==> config.mk <==
export PLATFORM = sky130hd
export DESIGN_NAME = pipe_ctrl_flat
export DESIGN_NICKNAME = d
export VERILOG_FILES = /design/src/rtl/pipe_ctrl_if.sv /design/src/rtl/pipe_ctrl.sv /design/src/flat_wrapper.sv
export SDC_FILE = /design/constraint.sdc
export NUM_CORES = 1
export LEC_CHECK = 0
export ABC_CLOCK_PERIOD_IN_PS = 1900
export CORE_UTILIZATION = 21
export CTS_CLUSTER_SIZE = 12
export DETAILED_ROUTE_END_ITERATION = 16
export GPL_TIMING_DRIVEN = 0
export PLACE_DENSITY = 0.92
export SLEW_MARGIN = 20
export SYNTH_ARGS = -nofsm -noshare
export SYNTH_HDL_FRONTEND = slang
export SYNTH_SLANG_ARGS = --single-unit
==> constraint.sdc <==
create_clock -name clk -period 1.9 [get_ports clk]
set_input_delay 0.285 -clock clk [delete_from_list [all_inputs] [get_ports clk]]
set_output_delay 0.285 -clock clk [all_outputs]
set_load 0.005 [all_outputs]
### Local utilization

The die is cut into 11 by 11 equal tiles; white is low, dark blue is high, 0 to 100% covered.
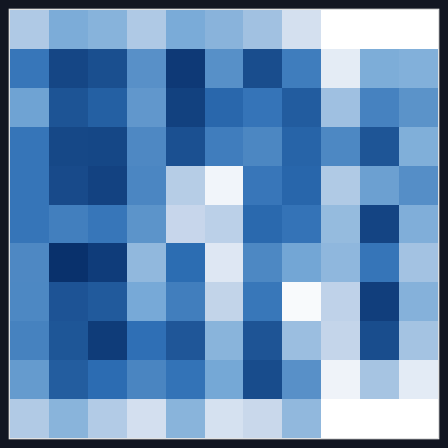
5.0% of the tiles are nearly empty. The emptiest ninth of the die: south-east. The mean over all tiles is 56%. The fullest tile reaches 100%. 27% of the tiles are over 75% full. The densest ninth of the die: west.
post-layout utilization of the core: 66.8%
Initial Util: 22.6%
area inside the core boundary: 2520 µm²

### Track usage over the die

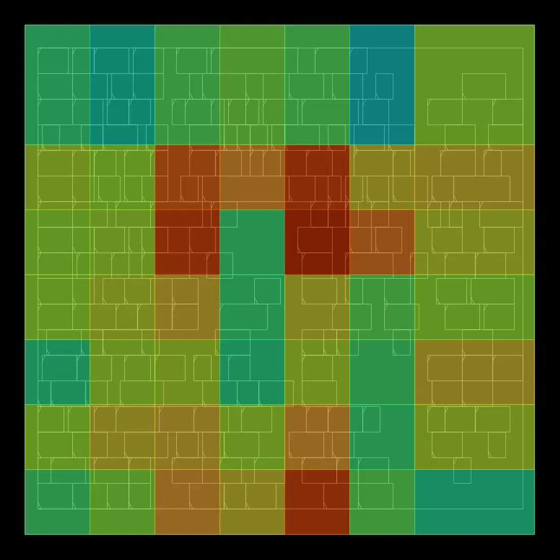
average wire per standard cell: 13.2 µm
met1 Use GR: 16.5%
met2 demand-to-capacity share in global routing: 41.9%

### M2 wires

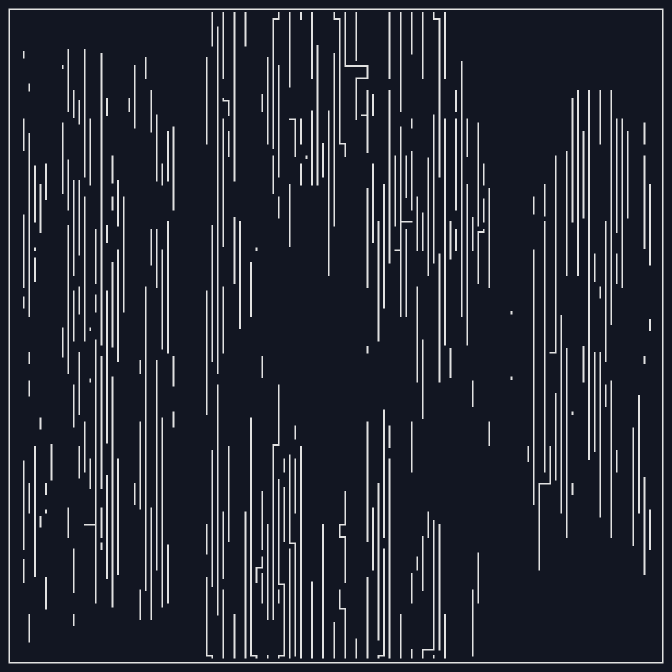
The layer carries 1,740 µm of wire. The wires run mostly vertical.
total via count in the routed design: 1,095
final wirelength: 3060 µm

### Routed metal, one color a layer

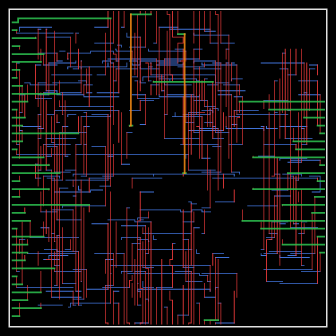
Key: met4 = orange [wire length 42.8 µm]; met2 = red [wire length 1,740 µm]; met3 = green [wire length 281 µm]; met1 = blue [wire length 987 µm]
GRT Total Usage: 19.5%

==> summary.txt <==
Implementation results are summarized by area below.

Logic synthesis
In the post-synthesis netlist, the biggest area contributors are and3_1, xor2_1, dfrtp_1, nor2_1, clkbuf_1. The sequential area share after synthesis is 8.77%. The cell count after synthesis is 87. In this run the cell area of the synthesized design comes to 571 µm². Sorting the synthesis cell report by count puts at the top and3_1. Yosys reports that the most numerous cell types are and3_1, xor2_1, nor2_1, clkbuf_1, nand2_1.

For reference, the mux area share after synthesis is 0%. For reference, compound AND-OR and OR-AND cells occupy 13.8% of the area reported after synthesis.

Critical path
The slowest stage of the critical path belongs to the cell dfrtp_1. The timing report notes that buffer and inverter cells on the critical path total 4. Traced cell by cell, the critical path runs through nand2b_4 -> nor2_4 -> buf_4 -> buf_6 -> buf_4 -> nand3_1 -> o41ai_2 -> buf_2. The data arrival time at the worst-slack endpoint is 1.68 ns. The startpoint type of the worst setup path is a flip-flop. The kind of cell adding the most delay to the critical path is buffers and inverters.

Routing
Per the detail_route log, the uppermost layer with routed signals is met4. The iteration count recorded for the first detailed-route pass is 4. The remaining routing DRC violations is 0. Wire segments on met3 add up to 281 µm in the final route.

The routed design shows a via density per instance of 4.72.

Final layout
The layout report lists the multi-input gate area as 508 µm². The commonest non-fill, non-tap cell in the layout is clkdlybuf4s50_1. The finished design was reported to have a net count of 260. The layout overhead on the synthesized area is 195%.

Power
The static leakage power is 0.00102 µW. The total power of the final layout is ~630 µW. The reported clock group power is 92.2 µW.

Timing
The number of endpoints failing setup at the final stage is 1. The post-route worst setup slack is -0.0603 ns. The final critical path takes up 103% of the cycle.

CTS
The post-CTS hold buffer count recorded in the log is 0. The number of buffers added by the clock tree synthesis step is 3. The clock transition at the registers of the reported paths is 0.03 ns.

Clock latency on the worst-skew pair, taken at its later pin, is ~0.22 ns.

Status
The checks that failed: setup timing. The run finished, with violations left.

Placement
The placer congestion estimate is roughly 0.66. The port buffer count is 94.

Global routing
On met3, the global router reports a usage of 6.50%. The number of global-route vias before repair is about 1.1k. Entering global routing, the biggest net connects 11 pins.

Die
During I/O placement, the number of pins put on the boundary was 97. After floorplanning, the core was divided into 18 placement rows.
area by class of cell:
type | count | share of cell area, %
timing repair buffer | 112 | 58.9
multi-input combinational | 75 | 30.1
buffer | 8 | 4.01
sequential | 2 | 2.97
tap | 30 | 2.23
clock buffer | 3 | 1.34
inverter | 2 | 0.445
metrics by stage:
stage | util (%) | std cells | setup slack, ns | TNS, ns | hold slack, ns
2_1_floorplan | - | 87 | 0.363 | 0 | -0.0106
3_3_place_gp | 61.4 | 211 | -0.801 | -25.78 | 0.509
3_5_place_dp | 61.4 | 211 | -0.798 | -26.29 | 0.525
4_1_cts | 64.6 | 223 | -0.196 | -1.29 | 0.0211
5_1_grt | 66.8 | 232 | -0.136 | -0.515 | 0.484
6_report | 66.8 | 232 | -0.0603 | -0.0603 | 0.445
Power figures rest on the tool's default switching activity, not on a simulated workload.
